**Run 1: wires at chosen ports, followed through buffers**

(4 px per um)
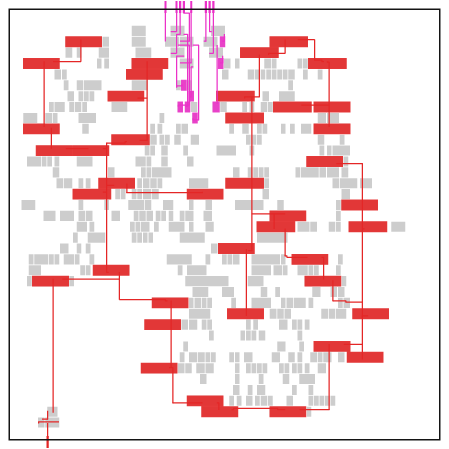
**Run 1: congestion heat map**

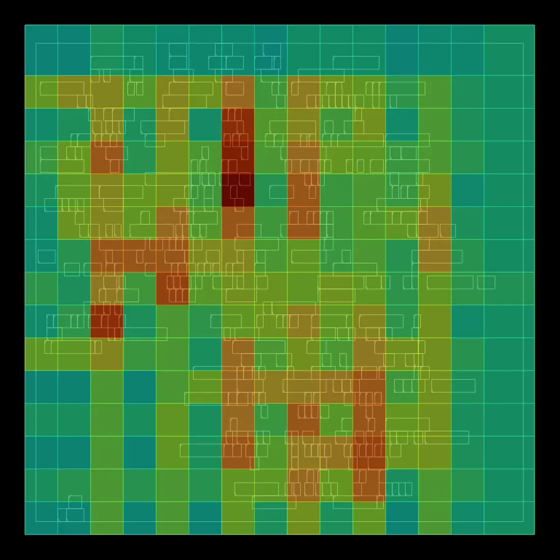
**Run 1: selected gate families**

(3 px per um)
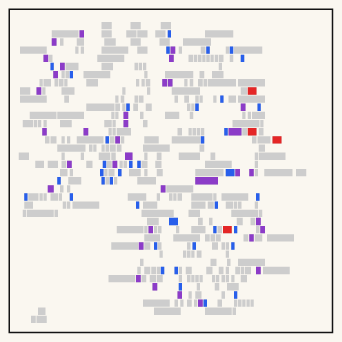
**Run 1: clock wires, drivers and flops**

(4 px per um)
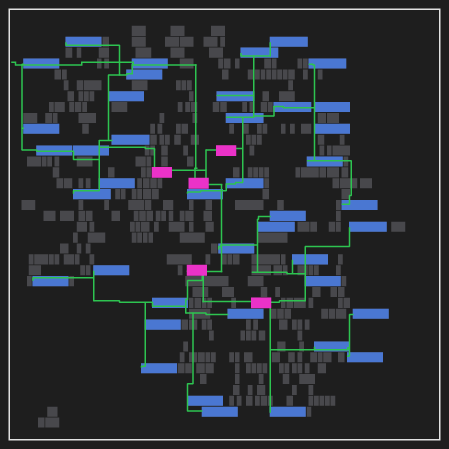
<file path="config.mk">
export PLATFORM = sky130hd
export DESIGN_NAME = rsp_tx_fsm
export DESIGN_NICKNAME = d
export VERILOG_FILES = /design/src/rtl/global_pkg.sv /design/src/rtl/uart_tx_byte.sv /design/src/rtl/rsp_tx_fsm.sv
export SDC_FILE = /design/constraint.sdc
export NUM_CORES = 1
export LEC_CHECK = 0
export ABC_AREA = 1
export CAP_MARGIN = 10
export CORE_MARGIN = 2
export CORE_UTILIZATION = 25
export DETAILED_ROUTE_END_ITERATION = 8
export PLACE_DENSITY = 0.41
export SYNTH_ARGS = -nofsm -noshare
export SYNTH_HDL_FRONTEND = slang
export SYNTH_SLANG_ARGS = --single-unit
export TNS_END_PERCENT = 5
</file>
<file path="constraint.sdc">
create_clock -name clk -period 2 [get_ports clk]
set_clock_uncertainty 0.05 [all_clocks]
set_input_delay 0.2 -clock clk [delete_from_list [all_inputs] [get_ports clk]]
set_output_delay 0.2 -clock clk [all_outputs]
set_load 0.01 [all_outputs]
</file>
<file path="src/rtl/global_pkg.sv">
// Shared types and constants for the command/response path.
// Checksum feature selected by RSP_CHECKSUM_EN.
package global_pkg;

  localparam int NIBBLE = 4;

  typedef logic [7:0]        data_t;
  typedef logic [NIBBLE-1:0] nibble_t;

  localparam data_t RSP_HEADER = 8'hFE;
  localparam data_t RSP_FOOTER = 8'hEF;

  typedef enum logic [2:0] {
    S_IDLE,
    S_HDR,
    S_LEN,
    S_CMD,
    S_DATA,
    S_CHK,
    S_FTR,
    S_DONE
  } rsp_state_t;

  function automatic data_t len_byte(input nibble_t n);
    return data_t'(n);
  endfunction

endpackage

</file>
<file path="src/rtl/uart_tx_byte.sv">
// 8N1 byte serializer: start bit, 8 data bits LSB first, stop bit.
// byte_done pulses in the final cycle of the stop bit.
module uart_tx_byte
  import global_pkg::*;
#(
  parameter int BAUD_DIV = 5208
) (
  input  logic  clk,
  input  logic  rst,
  input  logic  load,
  input  data_t byte_in,
  output logic  tx,
  output logic  byte_done
);

  localparam int CW = (BAUD_DIV > 2) ? $clog2(BAUD_DIV) : 1;
  localparam logic [CW-1:0] LAST = CW'(BAUD_DIV - 1);

  logic          act_q, act_d;
  logic [9:0]    sh_q, sh_d;
  logic [CW-1:0] cnt_q, cnt_d;
  logic [3:0]    idx_q, idx_d;
  logic          tx_q, tx_d;
  logic          bit_end;

  assign bit_end   = act_q && (cnt_q == LAST);
  assign byte_done = bit_end && (idx_q == 4'd9);
  assign tx        = tx_q;

  always_comb begin
    act_d = act_q;
    sh_d  = sh_q;
    cnt_d = cnt_q;
    idx_d = idx_q;
    tx_d  = tx_q;
    if (load) begin
      act_d = 1'b1;
      sh_d  = {1'b1, byte_in, 1'b0};
      cnt_d = '0;
      idx_d = '0;
      tx_d  = 1'b0;
    end else if (act_q) begin
      if (bit_end) begin
        cnt_d = '0;
        if (idx_q == 4'd9) begin
          act_d = 1'b0;
          tx_d  = 1'b1;
        end else begin
          idx_d = idx_q + 4'd1;
          sh_d  = {1'b1, sh_q[9:1]};
          tx_d  = sh_q[1];
        end
      end else begin
        cnt_d = cnt_q + 1'b1;
      end
    end
  end

  always_ff @(posedge clk or negedge rst) begin
    if (!rst) begin
      act_q <= 1'b0;
      sh_q  <= '1;
      cnt_q <= '0;
      idx_q <= '0;
      tx_q  <= 1'b1;
    end else begin
      act_q <= act_d;
      sh_q  <= sh_d;
      cnt_q <= cnt_d;
      idx_q <= idx_d;
      tx_q  <= tx_d;
    end
  end

endmodule

</file>
<file path="src/rtl/rsp_tx_fsm.sv">
// Response framer: FE, len, cmd, N data bytes, [checksum], EF over 8N1.
// Checksum byte enabled by RSP_CHECKSUM_EN.
module rsp_tx_fsm
  import global_pkg::*;
#(
  parameter int    BAUD_DIV = 5208,
  parameter data_t RSP_CMD  = 8'h05
) (
  input  logic    clk,
  input  logic    rst,
  input  logic    transmit,
  input  nibble_t N,
  input  data_t   result_data,
  input  logic    result_empty,
  output logic    pop_result,
  output logic    tx,
  output logic    busy,
  output logic    done
);

`ifdef RSP_CHECKSUM_EN
  localparam rsp_state_t S_POST = S_CHK;
`else
  localparam rsp_state_t S_POST = S_FTR;
`endif

  rsp_state_t st_q, st_d;
  nibble_t    n_q, n_d;
  nibble_t    rem_q, rem_d;
  logic       sent_q, sent_d;
  logic [1:0] ph_q, ph_d;
`ifdef RSP_CHECKSUM_EN
  data_t      chk_q, chk_d;
`endif

  logic  load;
  logic  byte_done;
  data_t byte_in;

  uart_tx_byte #(
    .BAUD_DIV (BAUD_DIV)
  ) u_ser (
    .clk       (clk),
    .rst       (rst),
    .load      (load),
    .byte_in   (byte_in),
    .tx        (tx),
    .byte_done (byte_done)
  );

  always_ff @(posedge clk or negedge rst) begin
    if (!rst) begin
      st_q   <= S_IDLE;
      n_q    <= '0;
      rem_q  <= '0;
      sent_q <= 1'b0;
      ph_q   <= '0;
`ifdef RSP_CHECKSUM_EN
      chk_q  <= '0;
`endif
    end else begin
      st_q   <= st_d;
      n_q    <= n_d;
      rem_q  <= rem_d;
      sent_q <= sent_d;
      ph_q   <= ph_d;
`ifdef RSP_CHECKSUM_EN
      chk_q  <= chk_d;
`endif
    end
  end

  always_comb begin
    st_d   = st_q;
    n_d    = n_q;
    rem_d  = rem_q;
    sent_d = sent_q;
    ph_d   = ph_q;
`ifdef RSP_CHECKSUM_EN
    chk_d  = chk_q;
`endif
    unique case (st_q)
      S_IDLE: begin
        if (transmit) begin
          st_d   = S_HDR;
          n_d    = N;
          rem_d  = N;
          sent_d = 1'b0;
          ph_d   = '0;
`ifdef RSP_CHECKSUM_EN
          chk_d  = len_byte(N) ^ RSP_CMD;
`endif
        end
      end
      // ph 0: wait for data and pop, 1: load, 2: shifting
      S_DATA: begin
        unique case (ph_q)
          2'd0: if (!result_empty) ph_d = 2'd1;
          2'd1: begin
            ph_d  = 2'd2;
`ifdef RSP_CHECKSUM_EN
            chk_d = chk_q ^ result_data;
`endif
          end
          2'd2: begin
            if (byte_done) begin
              ph_d  = 2'd0;
              rem_d = rem_q - 1'b1;
              if (rem_q == nibble_t'(1)) st_d = S_POST;
            end
          end
          default: ph_d = 2'd0;
        endcase
      end
      S_DONE: st_d = S_IDLE;
      default: begin
        if (!sent_q) begin
          sent_d = 1'b1;
        end else if (byte_done) begin
          sent_d = 1'b0;
          unique case (st_q)
            S_HDR:   st_d = S_LEN;
            S_LEN:   st_d = S_CMD;
            S_CMD:   st_d = (n_q == '0) ? S_POST : S_DATA;
            S_CHK:   st_d = S_FTR;
            default: st_d = S_DONE;
          endcase
        end
      end
    endcase
  end

  always_comb begin
    pop_result = 1'b0;
    load       = 1'b0;
    byte_in    = RSP_HEADER;
    done       = 1'b0;
    busy       = (st_q != S_IDLE);
    unique case (st_q)
      S_HDR: begin
        load    = !sent_q;
        byte_in = RSP_HEADER;
      end
      S_LEN: begin
        load    = !sent_q;
        byte_in = len_byte(n_q);
      end
      S_CMD: begin
        load    = !sent_q;
        byte_in = RSP_CMD;
      end
      S_DATA: begin
        pop_result = (ph_q == 2'd0) && !result_empty;
        load       = (ph_q == 2'd1);
        byte_in    = result_data;
      end
      S_CHK: begin
        load    = !sent_q;
`ifdef RSP_CHECKSUM_EN
        byte_in = chk_q;
`else
        byte_in = RSP_FOOTER;
`endif
      end
      S_FTR: begin
        load    = !sent_q;
        byte_in = RSP_FOOTER;
      end
      S_DONE:  done = 1'b1;
      default: ;
    endcase
  end

endmodule

</file>
==> impl_metrics.ini, run 1 <==
; physical design summary
[final_layout]
layout_top_cells = 98 x nand2_1, 40 x nand3_1, 40 x nor2_1
logic_area_mm2 = 0.00140
final_nets = 399
clock_cell_area_share = 0.0373
buffer_area_frac = 0.0762
seq_share = 0.333
nonClockBufferCount = 26
n_antenna_cell = 0
largestRegisters = u_ser.cnt_q (13), u_ser.sh_q (8)
inverters = 39
num-multi-input-gates = 265
flop_area_mm2 = 0.00104
largest-register = u_ser.cnt_q
seq_cell_count = 41
num-clock-buffers = 7
final_layout_size_suffix_gt1_frac = 0.150
fillers = 1131
largest_reg_flops = 13
largest_class = combinational gates

[synth]
top_logic_kind = simple AND/OR/NAND/NOR gates
ys_cells = 355
syn_avg_cell_area_um2 = 7.50
ys_sh_xor = 0.0132
yosysTopAreaCell = dfrtp_1
syn_inst = 355
top_area_frac = 0.301
ys_sh_mux = 0.0169
synth.top_cells.by_count = 98 x nand2_1, 40 x nand3_1, 40 x nor2_1
yosysWarnings = 0
ys_async_sr_fraction = 1.00
numSynthFlops = 41
synth.cellmix.adderShare = 0.0235
syn-num-nets = 376
ys_types = 36
compound_area_frac = 0.0789
ys_chip_area_mm2 = 0.00266
yosys.area_share.simple = 0.389
most_common_cell = nand2_1
synth_seq_share = 0.389
synthTopCellsByArea = dfrtp_1 30%, nand2_1 14%, dfstp_2 8.9%, nand3_1 7.5%, nor2_1 5.6%
edf_count = 0
syn_area_mm2 = 0.00266
synthFlopType = dfrtp_1

[clock_tree]
cts_htree_levels = 2
clkSlewWorstSetupHoldPaths_ns = 0.09
postCtsSetupBuffers = 1
cts_buffers = 5
clockBufferDepth = 2
cts_sinks = 41
cts_tree = built
cts_hold_buf = 1
cts_resized = 4
clk_latency_ns = 0.30
clockRootBuffer = clkbuf_8

[timing]
post-route-min-period_ns = 1.85
timing.slew.headroom = 0.617
hold-worst-slack_ns = 0.433
finalWorstSetupSlack_ns = 0.152
worst_pin_slew_ns = 0.574
finalSetupTns_ns = 0
rsz0062_at_grt = no
max_freq_ghz = 0.541
timing.final.crit_share = 0.924
hold_violations = 0
setup_violations = 0
slew_violations = 0

[critical_path]
cp-start-kind = register
path_delay_family = buffers and inverters
crit_buf_inv = 1
cp_max_fo = 7
rrSetupSlack_ns = 0.22
critPathLaunch = st_q[0]
crit_chain = nor2_4, nand2_1, clkdlybuf4s50_1
cp.arrival_ns = 1.60
cp.depth = 3
reg2reg_from = u_ser.cnt_q[0]
worst-r2r-cell-count = 10
slowest_delay_ns = 0.53
critPathKind = reg2out
critical_path_required_ns = 1.75
end_kind = output port
endpoint = busy
critPathSlowestCell = clkdlybuf4s50_1
worstReg2RegEnd = rem_q[3]

[drt]
drtPass1Iterations = 5
wl_met3_um = 259
drtIter0Drc = 113
drtAntennaViolNets = 0
top_layer = met4
wl_met2_um = 3110
wl_per_cell_um = 12.8
wl_met1_um = 3170
finalWirelength_um = 6600
remaining_drc_errors = 0
vias_per_cell = 4.57
vias = 2351

[power_and_ir_drop]
p_leak_nw = 1.48
finalPower_mw = 3.85
power.density_mw_per_mm2 = 1240
ir_drop_mv = 0.427

[global_routing]
grt_usage = 0.123
grt_max_degree = 42
grt_pass1_wl_um = 11200
grt_pass1_vias = 2271
busiest_layer = met2
grt_overflow_total = 0
antenna_found_initial = 0

[die]
io_pins = 20
coreArea_mm2 = 0.0103
tap_cells = 136
initial_core_util = 0.258
die.size.x_um = 107
dieHeight_um = 107
die-area_mm2 = 0.0115

[hold_path]
holdPathEnd = u_ser.tx
hold_depth = 2
hold_start = u_ser.tx
hp-class = reg2reg

[run]
warnings = 28
cap_viol_max_count = 0

[placement]
post-dp-hpwl_um = 4690
place_worst_setup_slack_ns = 0.176
io_buffer_count = 19
dp_cells = 505
routabilityCongestion = 0.849

[run_status]
outcome = complete, no violations
Notes on 'wires at chosen ports, followed through buffers' above:
legend:
  red:
    port: `rst`
    bits: 1
    direction: input
    end_cells: 41
    buffers: 3
    wire: 499 um
  magenta:
    port: `result_data`
    bits: 8
    direction: input
    end_cells: 8
    buffers: 8
    wire: 180 um

Notes on 'congestion heat map' above:
routing usage on met3: 0.0195
met1 GRT Util: 0.173
grt met2 use: 0.198

Notes on 'selected gate families' above:
legend:
  red:
    family: XOR/XNOR gates
    cells: 4
  purple:
    family: inverting AOI/OAI gates
    cells: 35
    where: widely spread
  blue:
    family: inverters
    cells: 39
logic gate fraction of the total cell area: 0.448
Post-Layout Cell Count: 515
Commonest Layout Cell: nand2_1

Notes on 'clock wires, drivers and flops' above:
legend:
  magenta:
    item: clock drivers
    count: 5
  blue:
    item: flip-flops
    count: 41
  green:
    item: clock wires
    length: 707 um
routed clock nets: 6
Clk pwr share: 0.187
Clk. pwr: 0.721 mW

## run 1: per-stage QoR
step	util	area, um2
floorplan	-	2660
global placement	0.288	2980
detailed placement	0.288	2980
CTS	0.302	3110
global route	0.302	3120
finish	0.302	3120
## run 1: report_power, final
group / internal, mW / total (mW) / switching (mW)
registers: 1.17 / 1.42 / 0.255
clock network: 0.408 / 0.721 / 0.313
logic: 0.643 / 1.71 / 1.07
total: 2.22 / 3.85 / 1.63
## run 1: cell families (layout without fill, tap and decap cells)
kind of cell | after synthesis | in the layout
XOR/XNOR | 4 | 4
flip-flops | 41 | 41
multiplexers | 4 | 4
AND-OR/OR-AND | 36 | 36
adder cells (fa/ha/maj) | 5 | 5
AND/OR/NAND/NOR | 216 | 216
buffers and inverters | 49 | 73
**Run 1: routed metal per tile**

(3 px per um) The die is cut into 21 by 21 equal tiles; white is low, dark blue is high, scaled to the fullest tile. Values are wire area over tile area, all layers added.
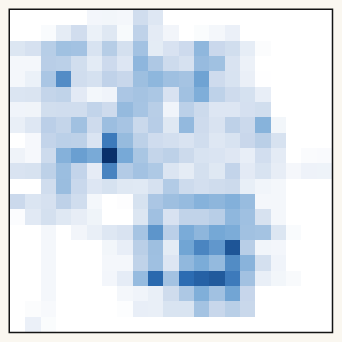

==> run 2, diff against run 1 <==
--- a/config.mk
+++ b/config.mk
@@ -10,7 +10,8 @@
 export CORE_MARGIN = 2
 export CORE_UTILIZATION = 25
 export DETAILED_ROUTE_END_ITERATION = 8
-export PLACE_DENSITY = 0.41
+export PLACE_DENSITY = 0.46
+export REMOVE_ABC_BUFFERS = 1
 export SYNTH_ARGS = -nofsm -noshare
 export SYNTH_HDL_FRONTEND = slang
 export SYNTH_SLANG_ARGS = --single-unit
**Run 2: routed metal per tile**

(3 px per um) The die is cut into 21 by 21 equal tiles; white is low, dark blue is high, scaled to the fullest tile. Values are wire area over tile area, all layers added.
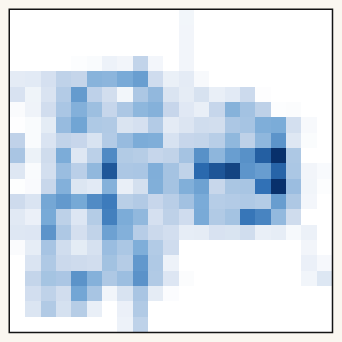
tiles over half the peak: 7.9%
emptiest ninth of the die: south-east
fullest tile: 0.45
nearly empty tiles: 40%
mean over tiles: 0.082

==> run 2 against run 1 <==
Clock power is 24% lower; power is 5.2% lower; sequential power hardly changed; flip-flop count stayed put; via count is 2.4% lower; synthesized area stayed put; clock-buffer cell count is 1 lower; cell area is 1.3% lower; sequential share of layout area is 0.43 points higher; non-clock buffer count stayed put; first-iteration DRC count is 39% lower; synthesized cell count stayed put; critical endpoint unchanged; highest routed layer unchanged.
==> impl_metrics.ini, run 2 <==
; physical design summary
[run_status]
outcome = complete, no violations

[critical_path]
critPathSlowestCell = clkdlybuf4s50_1
rrSetupSlack_ns = 0.24
slowest_delay_ns = 0.56
critical_path_required_ns = 1.75
path_delay_family = buffers and inverters
crit_chain = nor2_2, buf_4, nand2_1, clkdlybuf4s50_1
reg2reg_from = u_ser.cnt_q[0]
critPathKind = reg2out
cp.arrival_ns = 1.64
cp-start-kind = register
worst-r2r-cell-count = 10

[power_and_ir_drop]
p_seq_mw = 1.41
netSwitchingFraction = 0.438
power-top-group = combinational cells
power_frac_comb = 0.463
p_clk_mw = 0.547
p_sw_mw = 1.60

[die]
initial_core_util = 0.258
die-area_mm2 = 0.0115
die.size.x_um = 107
dieHeight_um = 107

[final_layout]
largest_reg_flops = 13
final_area_mm2 = 0.00308
instances_no_fill = 515
post-route-util = 0.298
seq_cell_count = 41
flop_area_mm2 = 0.00104
n_antenna_cell = 0
nonClockBufferCount = 26
fillers = 1125
buffer_area_frac = 0.0776
largest-register = u_ser.cnt_q
largest_class = combinational gates
lay_top_count = nand2_1
num-multi-input-gates = 265

[synth]
most_common_cell = nand2_1
ys_types = 36
synthFlopType = dfrtp_1
ys_cells = 355
top_area_frac = 0.301
synth_seq_share = 0.389
synthTopCellsByArea = dfrtp_1 30%, nand2_1 14%, dfstp_2 8.9%, nand3_1 7.5%, nor2_1 5.6%
ys_async_sr_fraction = 1.00
syn_inst = 355
syn_area_mm2 = 0.00266
syn_avg_cell_area_um2 = 7.50
yosysTopAreaCell = dfrtp_1
ys_chip_area_mm2 = 0.00266

[clock_tree]
cts_buffers = 5
cts_htree_levels = 2
cts_resized = 2
cts_sinks = 41
postCtsSetupBuffers = 0

[timing]
hold-worst-slack_ns = 0.426
finalWorstSetupSlack_ns = 0.109
finalSetupTns_ns = 0
post-route-min-period_ns = 1.89
timing.final.crit_share = 0.945
worst_pin_slew_ns = 0.570
timing.slew.headroom = 0.620
rsz0062_at_grt = no

[hold_path]
holdPathEnd = u_ser.tx
hold_depth = 2
hp-class = reg2reg
hold_start = u_ser.tx

[run]
warnings = 27

[drt]
wl_per_cell_um = 11.8
drtAntennaViolNets = 0
finalWirelength_um = 6100
wl_met1_um = 3000
remaining_drc_errors = 0
drtPass1Iterations = 4
top_layer = met4

[global_routing]
grt_max_degree = 42
busiest_layer = met2
grt_pass1_wl_um = 10800
antenna_found_initial = 0
grtUsageMet3 = 0.0219
grt_pass1_vias = 2269

[placement]
post-dp-hpwl_um = 4440
routabilityCongestion = 0.827
dpl_cell_area_mm2 = 0.00298
dp_cells = 506
io_buffer_count = 19
[run 2: logic make-up after synthesis]
| kind of cell | share of synthesized area |
|---|---|
| flops | 0.389 |
| simple gates | 0.389 |
| compound gates | 0.0789 |
| xor+xnor | 0.0132 |
| fa+ha+maj | 0.0235 |
| mux | 0.0169 |
| buf+inv | 0.0888 |
[run 2: worst max path at each step]
| stage | from | endpoint | slack, ns | cells past startpoint |
|---|---|---|---|---|
| after floorplan | u_ser.cnt_q[0] | rem_q[2] | 0.47 | 10 |
| after global placement | u_ser.cnt_q[0] | rem_q[1] | 0.26 | 10 |
| after detailed placement | u_ser.cnt_q[0] | rem_q[1] | 0.24 | 10 |
| after CTS | st_q[0] | done | 0.08 | 5 |
| after global routing | st_q[1] | busy | 0.0008 | 4 |
| final | st_q[0] | busy | 0.11 | 4 |
==> run 3, diff against run 2 <==
--- a/config.mk
+++ b/config.mk
@@ -15,4 +15,4 @@
 export SYNTH_ARGS = -nofsm -noshare
 export SYNTH_HDL_FRONTEND = slang
 export SYNTH_SLANG_ARGS = --single-unit
-export TNS_END_PERCENT = 5
+export TNS_END_PERCENT = 100
**Run 3: wires at chosen ports, followed through buffers**

(4 px per um)
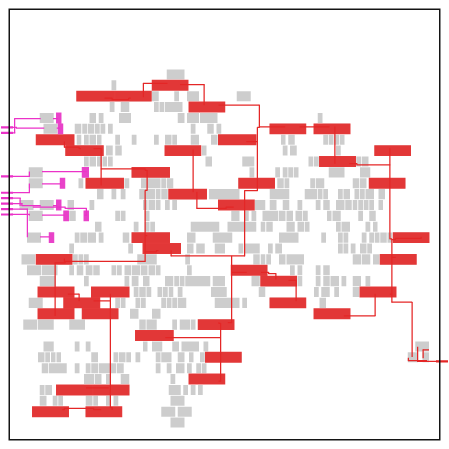
port buffer count: 19
# IOs: 20

==> run 3 against run 2 <==
Setup slack did not move; clock power about the same; combinational power is essentially flat; sequential share of layout area is the same; routed wire length stayed put; core utilization did not move; clock-buffer cell count unchanged; non-clock buffer count stayed put; via count unchanged; sequential power about the same; die size unchanged.
==> impl_metrics.ini, run 3 <==
; physical design summary
[run_status]
outcome = complete, no violations

[global_routing]
grt_max_degree = 42
grt_pass1_wl_um = 10800
antenna_found_initial = 0
grt_overflow_total = 0
busiest_layer = met2

[synth]
yosysTopAreaCell = dfrtp_1
syn_area_mm2 = 0.00266
syn_avg_cell_area_um2 = 7.50
syn_inst = 355
ys_sh_xor = 0.0132
ys_chip_area_mm2 = 0.00266
yosys.area_share.simple = 0.389
synthFlopType = dfrtp_1
ys_cells = 355
compound_area_frac = 0.0789
ys_async_sr_fraction = 1.00
top_area_frac = 0.301
synthTopCellsByArea = dfrtp_1 30%, nand2_1 14%, dfstp_2 8.9%, nand3_1 7.5%, nor2_1 5.6%
ys_sh_mux = 0.0169
synth.cellmix.adderShare = 0.0235
most_common_cell = nand2_1
synth_seq_share = 0.389
ys_types = 36

[final_layout]
flop_area_mm2 = 0.00104
fillers = 1125
buffer_area_frac = 0.0776
post-route-util = 0.298
n_antenna_cell = 0
largest_class = combinational gates
lay_top_count = nand2_1
num-multi-input-gates = 265
instances_no_fill = 515
nonClockBufferCount = 26
seq_cell_count = 41
largest-register = u_ser.cnt_q
logic_area_mm2 = 0.00139
final_area_mm2 = 0.00308

[power_and_ir_drop]
power-top-group = combinational cells
p_clk_mw = 0.547
p_seq_mw = 1.41
p_sw_mw = 1.60
power_frac_comb = 0.463
netSwitchingFraction = 0.438

[placement]
dpl_cell_area_mm2 = 0.00298
post-dp-hpwl_um = 4440
dp_cells = 506
routabilityCongestion = 0.827

[drt]
finalWirelength_um = 6100
vias_per_cell = 4.45
drtAntennaViolNets = 0
remaining_drc_errors = 0
wl_per_cell_um = 11.8
wl_met1_um = 3000

[critical_path]
crit_chain = nor2_2, buf_4, nand2_1, clkdlybuf4s50_1
cp-start-kind = register
critPathSlowestCell = clkdlybuf4s50_1
critPathKind = reg2out
path_delay_family = buffers and inverters
slowest_delay_ns = 0.56
critical_path_required_ns = 1.75

[die]
initial_core_util = 0.258
dieHeight_um = 107
die.size.x_um = 107

[timing]
timing.slew.headroom = 0.620
finalWorstSetupSlack_ns = 0.109
rsz0062_at_grt = no
finalSetupTns_ns = 0
hold-worst-slack_ns = 0.426
post-route-min-period_ns = 1.89
timing.final.crit_share = 0.945

[clock_tree]
postCtsSetupBuffers = 0
cts_htree_levels = 2
cts_sinks = 41
cts_resized = 2

[hold_path]
hp-class = reg2reg

[run]
warnings = 27
==> run 3: cell counts after synthesis <==
No cell type changed its count.
==> run 3: kinds of logic (layout without fill, tap and decap cells) <==
group	Yosys count	count (layout)
mux	4	4
buf+inv	49	73
xor+xnor	4	4
compound gates	36	36
fa+ha+maj	5	5
simple gates	216	216
flops	41	41
==> run 3: path summary, 6_finish.rpt <==
check                               start        endpoint  slack [ns]  depth (start not counted)
max                               st_q[0]            busy        0.11                          4
min                              u_ser.tx        u_ser.tx        0.43                          2
max reg2reg                u_ser.cnt_q[0]        rem_q[1]        0.24                         10
min reg2reg                      u_ser.tx        u_ser.tx        0.43                          2
max in group asynchronous             rst         st_q[0]        1.02                          3
min in group asynchronous             rst  u_ser.cnt_q[9]        0.45                          3
Power and IR drop assume default switching activity.
